<file path="src/rtl/mult_div_unit_pkg.sv">
// Shared encodings for the MULT/DIV unit and the control FSM that drives it.
package mult_div_unit_pkg;

  typedef enum logic [1:0] {
    ST_IDLE = 2'd0,
    ST_MULT = 2'd1,
    ST_DIV  = 2'd2,
    ST_DONE = 2'd3
  } state_t;

  localparam logic OP_MULT = 1'b0;
  localparam logic OP_DIV  = 1'b1;

endpackage

</file>
<file path="src/rtl/mult_div_unit_div_step.sv">
// One combinational restoring-divide step on unsigned magnitudes.
module mult_div_unit_div_step #(
  parameter int WIDTH = 32
) (
  input  logic [WIDTH:0]   partial,
  input  logic [WIDTH-1:0] divisor,
  output logic [WIDTH-1:0] rem_next,
  output logic             q_bit
);

  logic [WIDTH-1:0] diff;

  // partial < 2*divisor, so a successful subtract always fits in WIDTH bits
  always_comb begin
    q_bit    = (partial >= {1'b0, divisor});
    diff     = partial[WIDTH-1:0] - divisor;
    rem_next = q_bit ? diff : partial[WIDTH-1:0];
  end

endmodule

</file>
<file path="src/rtl/mult_div_unit.sv">
// Iterative signed MULT (radix-2 Booth) / DIV (restoring) unit producing the HI/LO pair.
module mult_div_unit
  import mult_div_unit_pkg::*;
#(
  parameter int WIDTH = 32
) (
  input  logic             clk,
  input  logic             reset,
  input  logic             start,
  input  logic             op,
  input  logic [WIDTH-1:0] a,
  input  logic [WIDTH-1:0] b,
  output logic [WIDTH-1:0] hi,
  output logic [WIDTH-1:0] lo,
  output logic             busy,
  output logic             done,
  output logic             div_zero
);

  localparam int CW = $clog2(WIDTH);

  state_t             state_reg;
  logic [CW-1:0]      count_reg;
  logic               op_reg;
  logic               dz_pending_reg;
  logic [WIDTH-1:0]   hi_reg, lo_reg;
  logic               busy_reg, done_reg, div_zero_reg;
  logic [WIDTH-1:0]   mcand_reg;
  logic [2*WIDTH:0]   acc_reg;
  logic [WIDTH-1:0]   rem_reg, quo_reg, dvs_reg;
  logic               q_neg_reg, r_neg_reg;

  logic [WIDTH:0]     upper_ext, mcand_ext, booth_sum;
  logic [2*WIDTH:0]   booth_next;
  logic [WIDTH-1:0]   step_rem;
  logic               step_q;

  // Booth add is done one bit wider so subtracting -2^(W-1) cannot overflow
  always_comb begin
    upper_ext = {acc_reg[2*WIDTH], acc_reg[2*WIDTH:WIDTH+1]};
    mcand_ext = {mcand_reg[WIDTH-1], mcand_reg};
    booth_sum = upper_ext;
    case (acc_reg[1:0])
      2'b01:   booth_sum = upper_ext + mcand_ext;
      2'b10:   booth_sum = upper_ext - mcand_ext;
      default: booth_sum = upper_ext;
    endcase
    booth_next = {booth_sum, acc_reg[WIDTH:1]};
  end

  mult_div_unit_div_step #(.WIDTH(WIDTH)) u_div_step (
    .partial  ({rem_reg, quo_reg[WIDTH-1]}),
    .divisor  (dvs_reg),
    .rem_next (step_rem),
    .q_bit    (step_q)
  );

  always_ff @(posedge clk) begin
    if (reset) begin
      state_reg      <= ST_IDLE;
      count_reg      <= '0;
      op_reg         <= OP_MULT;
      dz_pending_reg <= 1'b0;
      hi_reg         <= '0;
      lo_reg         <= '0;
      busy_reg       <= 1'b0;
      done_reg       <= 1'b0;
      div_zero_reg   <= 1'b0;
      mcand_reg      <= '0;
      acc_reg        <= '0;
      rem_reg        <= '0;
      quo_reg        <= '0;
      dvs_reg        <= '0;
      q_neg_reg      <= 1'b0;
      r_neg_reg      <= 1'b0;
    end else begin
      done_reg <= 1'b0;
      case (state_reg)
        ST_IDLE: begin
          if (start) begin
            op_reg         <= op;
            mcand_reg      <= a;
            acc_reg        <= {{WIDTH{1'b0}}, b, 1'b0};
            rem_reg        <= '0;
            quo_reg        <= a[WIDTH-1] ? WIDTH'(0) - a : a;
            dvs_reg        <= b[WIDTH-1] ? WIDTH'(0) - b : b;
            q_neg_reg      <= a[WIDTH-1] ^ b[WIDTH-1];
            r_neg_reg      <= a[WIDTH-1];
            div_zero_reg   <= 1'b0;
            busy_reg       <= 1'b1;
            count_reg      <= CW'(WIDTH - 1);
            dz_pending_reg <= (op == OP_DIV) && (b == '0);
            if (op == OP_MULT)
              state_reg <= ST_MULT;
            else if (b == '0)
              state_reg <= ST_DONE;
            else
              state_reg <= ST_DIV;
          end
        end
        ST_MULT: begin
          acc_reg <= booth_next;
          if (count_reg == '0) state_reg <= ST_DONE;
          else                 count_reg <= count_reg - 1'b1;
        end
        ST_DIV: begin
          rem_reg <= step_rem;
          quo_reg <= {quo_reg[WIDTH-2:0], step_q};
          if (count_reg == '0) state_reg <= ST_DONE;
          else                 count_reg <= count_reg - 1'b1;
        end
        ST_DONE: begin
          busy_reg  <= 1'b0;
          done_reg  <= 1'b1;
          state_reg <= ST_IDLE;
          if (dz_pending_reg) begin
            div_zero_reg <= 1'b1;
          end else if (op_reg == OP_MULT) begin
            hi_reg <= acc_reg[2*WIDTH:WIDTH+1];
            lo_reg <= acc_reg[WIDTH:1];
          end else begin
            // MIPS semantics: quotient truncates toward zero, remainder follows dividend
            lo_reg <= q_neg_reg ? WIDTH'(0) - quo_reg : quo_reg;
            hi_reg <= r_neg_reg ? WIDTH'(0) - rem_reg : rem_reg;
          end
        end
        default: state_reg <= ST_IDLE;
      endcase
    end
  end

  assign hi       = hi_reg;
  assign lo       = lo_reg;
  assign busy     = busy_reg;
  assign done     = done_reg;
  assign div_zero = div_zero_reg;

endmodule
</file>
<file path="config.mk">
export PLATFORM = sky130hd
export DESIGN_NAME = mult_div_unit
export DESIGN_NICKNAME = d
export VERILOG_FILES = /design/src/rtl/mult_div_unit_pkg.sv /design/src/rtl/mult_div_unit_div_step.sv /design/src/rtl/mult_div_unit.sv
export SDC_FILE = /design/constraint.sdc
export NUM_CORES = 1
export LEC_CHECK = 0
export CORE_MARGIN = 8
export CORE_UTILIZATION = 54
export DETAILED_ROUTE_END_ITERATION = 8
export PLACE_DENSITY = 0.76
export SYNTH_ARGS = -nofsm -noshare
export SYNTH_HDL_FRONTEND = slang
export SYNTH_SLANG_ARGS = --single-unit
</file>
<file path="constraint.sdc">
create_clock -name clk -period 3.8 [get_ports clk]
set_input_delay 0.38 -clock clk [delete_from_list [all_inputs] [get_ports clk]]
set_output_delay 0.38 -clock clk [all_outputs]
set_load 0.005 [all_outputs]
</file>
==> run_1/io_placement.png <==
Drawn at 2 px/um. Pins as bars across the die edge, other pins in gray.
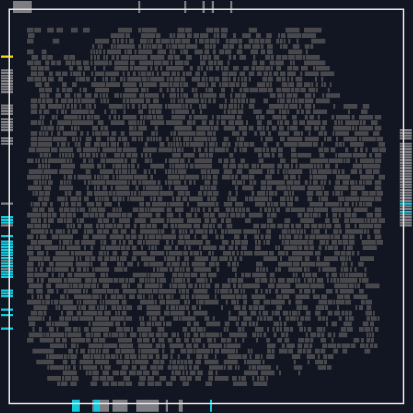
Key: yellow = clk [pins 1, direction input, edge left]; cyan = lo [pins 32, direction output, edge 22 left, 8 bottom, 2 right]
All pins by edge: 48 left, 37 bottom, 35 right, 15 top.

==> run_1/detail.png <==
Region (78, 78) to (118, 118) um. Cells in gray, sequential cells in the stronger gray; small squares are vias.
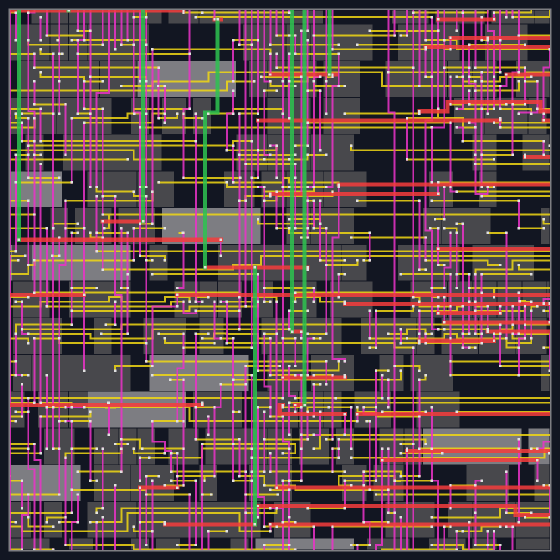
Key: green = metal 4; red = metal 3; yellow = metal 1; magenta = metal 2
Most frequent: nand2_1 (12), buf_4 (10). 131 logic cells have their middle in the window. Netlist names of flops here include rem_reg (4), mcand_reg (3). Sequential cells in the window: 8.

==> run_1/placement.png <==
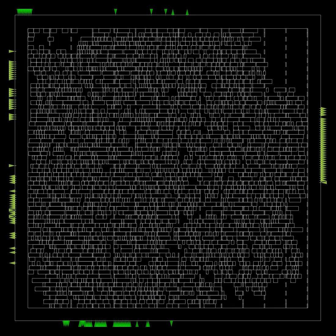
core area: 32,300 sq um
row count: 66

## run 1: cells in the mapped netlist, types with 14 or more instances
| library cell | n | area, sq um |
|---|---|---|
| a211oi_1 | 145 | 1090 |
| a21o_1 | 31 | 233 |
| a21oi_1 | 211 | 1060 |
| a222oi_1 | 14 | 140 |
| a31oi_1 | 17 | 106 |
| clkbuf_1 | 130 | 488 |
| dfxtp_1 | 270 | 5410 |
| ha_1 | 76 | 951 |
| inv_1 | 78 | 293 |
| mux2i_1 | 72 | 721 |
| nand2_1 | 251 | 942 |
| nand2b_1 | 17 | 106 |
| nand3_1 | 25 | 125 |
| nor2_1 | 303 | 1140 |
| nor3_1 | 28 | 140 |
| nor4_1 | 15 | 93.8 |
| o211ai_1 | 18 | 135 |
| o21ai_0 | 122 | 611 |
| o31ai_1 | 37 | 278 |
| o41ai_1 | 24 | 210 |
| or3_1 | 15 | 93.8 |
| or4_1 | 21 | 158 |
| xnor2_1 | 76 | 666 |
| xor2_1 | 124 | 1090 |
## run 1: critical path, cell delays in order (launching register included)
cell      delay, ns
dfxtp_2        0.32
or4_4          0.55
buf_6          0.14
nor3_4         0.16
a21oi_2        0.09
xnor2_1        0.14
ha_1           0.31
buf_6          0.13
buf_6          0.11
a21o_1         0.17
a21o_1         0.19
a21oi_2        0.15
o211ai_1       0.15
a31oi_2        0.28
o21a_1         0.22
o21ai_2        0.07
mux2_2         0.28
o41ai_2        0.26
## run 1: metal layers
| layer | track usage | vias up |
|---|---|---|
| met4 | 0.0699 | 2 |
| met2 | 0.448 | 549 |
| met1 | 0.379 | 8265 |
| li1 | - | 8492 |
| met5 | 0 | - |
| met3 | 0.0353 | 87 |
## run 1: power groups by stage
stage | clock network (W) | logic (W) | registers [W]
final | 0.00337 | 0.00661 | 0.00391
after global routing | 0.00352 | 0.00726 | 0.00398
after CTS | 0.00340 | 0.00646 | 0.00390
after detailed placement | 0 | 0.00636 | 0.00396
after global placement | 0 | 0.00624 | 0.00393
after floorplan | 0 | 0.00450 | 0.00377
## run 1: worst paths after layout
path,slack (ns),endpoint,cells past startpoint,from
worst max register to register,-0.02,acc_reg[57],17,mcand_reg[2]
worst max-delay path,-0.02,acc_reg[57],17,mcand_reg[2]
worst min-delay path,0.24,hi[29],2,reset
worst min register to register,0.48,dvs_reg[0],2,dvs_reg[0]
## run 1: kinds of logic (layout without fill, tap and decap cells)
| group | after synthesis | count (layout) | synth area share |
|---|---|---|---|
| AOI/OAI and AO/OA | 704 | 704 | 0.260 |
| xor gates and xnor gates | 200 | 200 | 0.0997 |
| adders and majority gates | 78 | 78 | 0.0564 |
| buffers and inverters | 223 | 376 | 0.0480 |
| DFF | 270 | 270 | 0.308 |
| muxes | 76 | 76 | 0.0436 |
| and+or+nand+nor | 735 | 735 | 0.184 |
## run 1: repair_timing
action / CTS / global route
gates resized: 18 / 18
hold endpoints to repair: 0 / 0
endpoints found under the setup margin: 13 / 15
buffers inserted: 2 / 4
pin swaps: 9 / 23
==> metrics.cfg, run 1 <==
[finish]
combGateArea_sq_um=11500
clockBufferCount=36
num_antenna_cells=0
seq_area_sq_um=5410
layout_top_cells=nor2_1 (298), dfxtp_1 (268), nand2_1 (251), a21oi_1 (203), a211oi_1 (145)
n_all_inverters=78
largestClassByArea=combinational gates
fin_cells=2881
signal_buffers=242
num-multi-input-gates=1793
design_area_sq_um=21200
comb-cell-share=0.545
drive_above_1_share=0.0935
largest_reg_flops=65
area_growth_pct=20.4
fill_cells=2812
lay_top_count=nor2_1
nets=2561
utilization=0.655
sh_seq_area=0.256
clk_share=0.0551
buffer_area_frac=0.104
seq_cell_count=270

[grt]
track_usage=0.275
first_global_vias=16100
grt_pass1_wl_um=87400
grt_max_degree=182
globalRouteOverflowTotal=0
antenna_found_initial=1

[route]
wl_per_cell_um=19.2
first_pass_iters=6
detail-route-antenna-nets=0
via_per_inst=6.04
drc=0
drtIter0Drc=1505
top_layer_used=met5
vias=17400
dr_wl_met3_um=3500
wl_met2_um=25500
wl_met1_um=25100
wirelength_um=55400

[setup_path]
end_kind=register
cp_max_fo=5
cp.required_ns=4.26
critPathArrivalTime_ns=4.28
crit_type=register to register
start_kind=register

[power]
clkPwrFrac=0.243
seqPwrFrac=0.282
p_per_area_nw_per_um2=657
intPower_w=0.00816
leakage_nw=8.14
ir_worst_vdd_v=0.000434
p_comb_frac=0.476
p_switching_w=0.00574
power_w=0.0139
sw_frac_of_total=0.413

[die]
fp_util=0.544
die_h_um=196
fp.dieW_um=196
die_area_sq_um=38600
pin_count=135
tap_cells=442

[final_timing]
period_used_share=1.00
skew_ns=0.0143
slew_violations=0
max_freq_mhz=262
rsz0062_at_grt=true
fin_ws_ns=-0.0186
finalSetupTns_ns=-0.0226
max_slew_margin=0.267
setup_viol=2
period_minus_slack_ns=3.82
worst_pin_slew_ns=1.10
hold_viol=0
whs_ns=0.245

[place]
dp_cells=2820
place_area_sq_um=19800
hpwl_um=41600
io_buffers=134
place_ws_ns=-0.220
gp_congestion=0.969

[clock_tree]
clock_latency_ns=0.56
numCtsBuffers=30
cts_htree_levels=1
clkSinkCount=270
cts_tree=yes
clk_path_buf_depth=3
cts-root-buf=clkbuf_16
ctsHoldBuffers=0
path_clk_slew_ns=0.07

[synthesis]
ys_types=67
synthesis.area_sq_um=17600
netlist_instances=2286
yosysCellCount=2286
syn_avg_cell_area_sq_um=7.69
edf_count=0
yosys_area_sq_um=17600
syn_nets=2432
ys_seq_frac=0.308
ff_type=dfxtp_1
synth-async-reset-ratio=0
ys_warn_count=0
ys.flops=270

[hold_path]
hp-class=input pin to register

[status]
violations=setup timing
outcome=finished, violations left

[job]
warning_count=34
maxCapViolCount=0

==> inputs of run 2 (changes only) <==
HOLD_SLACK_MARGIN = 0.08   (was unset)
==> run_2/layer_met2.png <==
Drawn at 2 px/um. Cells faint in the background.
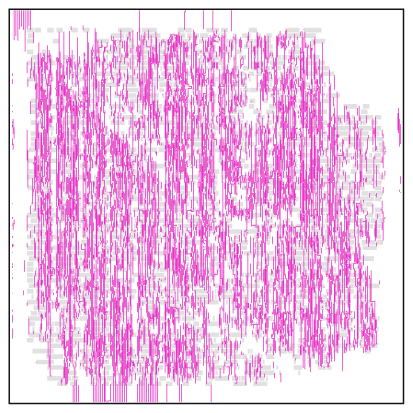
The wires run mostly vertical. The layer holds 46% of the routed length. The longest straight run is 78.2 um. 2,095 nets have wire on it.

==> metrics.cfg, run 2 <==
[final_timing]
slew_violations=0  ; unchanged
setup_viol=2  ; unchanged
whs_ns=0.245  ; unchanged
skew_ns=0.0143  ; unchanged
max_freq_mhz=262  ; unchanged
worst_pin_slew_ns=1.10  ; unchanged
finalSetupTns_ns=-0.0226  ; unchanged
max_slew_margin=0.267  ; unchanged
period_used_share=1.00  ; unchanged
hold_viol=0  ; unchanged
period_minus_slack_ns=3.82  ; unchanged
rsz0062_at_grt=true
fin_ws_ns=-0.0186  ; unchanged

[setup_path]
max_stage_delay_ns=0.55  ; about the same
cp_max_fo=5  ; unchanged
crit_chain=or4_4, buf_6, nor3_4, a21oi_2, xnor2_1, ha_1, buf_6, buf_6, a21o_1, a21o_1, a21oi_2, o211ai_1, a31oi_2, o21a_1, o21ai_2, mux2_2, o41ai_2
crit_top_cell=buf_6
critPathBufInv=3  ; unchanged
cp_num_cells=17  ; unchanged
end_kind=register
start_kind=register
crit_type=register to register
reg2regPathDepth=17  ; unchanged
critPathArrivalTime_ns=4.28  ; about the same
crit_path_top_delay_cell=or4_4
cp.required_ns=4.26  ; about the same
cp_top_family=AND-OR/OR-AND gates

[synthesis]
netlist_instances=2286  ; unchanged
ys.flops=270  ; unchanged
syn_nets=2432  ; unchanged
top_cell_area_share=0.308  ; unchanged
syn_avg_cell_area_sq_um=7.69  ; unchanged
ff_type=dfxtp_1
edf_count=0  ; unchanged
synthTopCellsByArea=dfxtp_1 (31%), nor2_1 (6.5%), a211oi_1 (6.2%)
synth-async-reset-ratio=0  ; unchanged
ys_seq_frac=0.308  ; unchanged
yosys_area_sq_um=17600  ; unchanged
ys_types=67  ; unchanged
yosysMostFrequentCell=nor2_1
ys_warn_count=0  ; unchanged
top_area_cell=dfxtp_1
yosysCellCount=2286  ; unchanged
top_cells_by_count=nor2_1 (303), dfxtp_1 (270), nand2_1 (251)
synthesis.area_sq_um=17600  ; unchanged

[route]
via_per_inst=6.04  ; unchanged
first_pass_iters=6  ; unchanged
drtIter0Drc=1505  ; unchanged
drc=0  ; unchanged
wirelength_um=55400  ; unchanged
vias=17400  ; unchanged
wl_per_cell_um=19.2  ; unchanged
detail-route-antenna-nets=0  ; unchanged

[power]
clkPwrFrac=0.243  ; about the same
p_comb_frac=0.476  ; about the same
power_w=0.0139  ; unchanged
seqPwrFrac=0.282  ; about the same
sw_frac_of_total=0.413  ; unchanged
ir_worst_vdd_v=0.000434  ; unchanged
p_switching_w=0.00574  ; unchanged
leakage_nw=8.14  ; unchanged
intPower_w=0.00816  ; unchanged
p_per_area_nw_per_um2=657  ; unchanged

[die]
pin_count=135  ; unchanged
core-area_sq_um=32300  ; unchanged
core.rowCount=66  ; unchanged
die_h_um=196  ; unchanged
fp.dieW_um=196  ; unchanged
die_area_sq_um=38600  ; unchanged
fp_util=0.544  ; unchanged

[clock_tree]
numCtsBuffers=30  ; unchanged
ctsHoldBuffers=0  ; unchanged
cts-root-buf=clkbuf_16
cts_tree=yes
clkSinkCount=270  ; unchanged
clock_latency_ns=0.56  ; about the same
clk_path_buf_depth=3  ; unchanged
path_clk_slew_ns=0.07  ; about the same
cts_htree_levels=1  ; unchanged

[grt]
globalRouteOverflowTotal=0  ; unchanged
track_usage=0.275  ; unchanged
first_global_vias=16100  ; unchanged
grt_pass1_wl_um=87400  ; unchanged
grt_max_degree=182  ; unchanged
antenna_found_initial=1  ; unchanged

[finish]
area_growth_pct=20.4  ; unchanged
largest_reg_flops=65  ; unchanged
fill_cells=2812  ; unchanged
nets=2561  ; unchanged
layout_top_cells=nor2_1 (298), dfxtp_1 (268), nand2_1 (251), a21oi_1 (203), a211oi_1 (145)
lay_top_count=nor2_1
drive_above_1_share=0.0935  ; unchanged
num_antenna_cells=0  ; unchanged

[job]
maxCapViolCount=0  ; unchanged
warning_count=34  ; unchanged

[place]
gp_congestion=0.969  ; unchanged
hpwl_um=41600  ; unchanged
io_buffers=134  ; unchanged

[status]
outcome=finished, violations left
violations=setup timing

[hold_path]
holdPathStages=2  ; unchanged
hp-class=input pin to register

==> run_2/io_placement.png <==
Drawn at 2 px/um. Pins as bars across the die edge, other pins in gray.
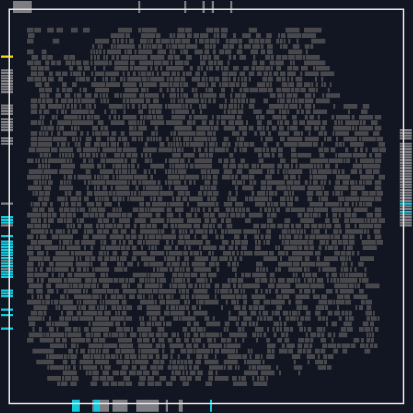
Key: cyan = lo [pins 32, direction output, edge 22 left, 8 bottom, 2 right]; yellow = clk [pins 1, direction input, edge left]
All pins by edge: 48 left, 37 bottom, 35 right, 15 top.

[run 2: cell counts after synthesis]
No cell type changed its count.
[run 2: area by class of cell]
| class | instances | area, sq um | area share |
|---|---|---|---|
| well taps | 442 | 553 | 0.0261 |
| clock inverters | 20 | 320 | 0.0151 |
| clock buffers | 36 | 846 | 0.0400 |
| multi-input cells | 1793 | 11500 | 0.545 |
| flip-flops and latches | 270 | 5410 | 0.256 |
| repair buffers | 242 | 2200 | 0.104 |
| inverters | 78 | 293 | 0.0138 |
[run 2: metal layers]
layer,track usage,share of wire
met2,0.448,0.46
met1,0.379,0.45
met3,0.0353,0.063
met4,0.0699,0.024
met5,0,0.00018
[run 2: kinds of logic (layout without fill, tap and decap cells)]
group,Yosys count,in the layout,share of synthesized area
simple gates,735,735,0.184
compound gates,704,704,0.260
flops,270,270,0.308
buf+inv,223,376,0.0480
xor+xnor,200,200,0.0997
fa+ha+maj,78,78,0.0564
mux,76,76,0.0436
[run 2: per-stage QoR]
stage	setup WS, ns	instance area, sq um	utilization	instances
floorplan	-0.0339	17600	-	2286
global placement	-0.108	19800	0.614	2820
detailed placement	-0.220	19800	0.614	2820
CTS	0.0188	21100	0.652	2878
global route	-0.223	21200	0.655	2881
finish	-0.0186	21200	0.655	2881
[run 2: repair_timing]
| action | in CTS | in global routing |
|---|---|---|
| resized | 18 | 18 |
| pin swaps | 9 | 23 |
| endpoints found under the hold margin | 0 | 0 |
| endpoints found under the setup margin | 13 | 15 |
| setup buffers | 2 | 4 |
[run 2: path summary, 6_finish.rpt]
check        slack, ns          end    startpoint
max              -0.02  acc_reg[57]  mcand_reg[2]
min               0.24       hi[29]         reset
max reg2reg      -0.02  acc_reg[57]  mcand_reg[2]
min reg2reg       0.48   dvs_reg[0]    dvs_reg[0]
[run 2: power groups by stage]
stage,clock (W),combinational (W),sequential [W]
2_1_floorplan,0,0.00450,0.00377
3_3_place_gp,0,0.00624,0.00393
3_5_place_dp,0,0.00636,0.00396
4_1_cts,0.00340,0.00646,0.00390
5_1_grt,0.00352,0.00726,0.00398
6_report,0.00337,0.00661,0.00391
Power figures rest on the tool's default switching activity, not on a simulated workload.
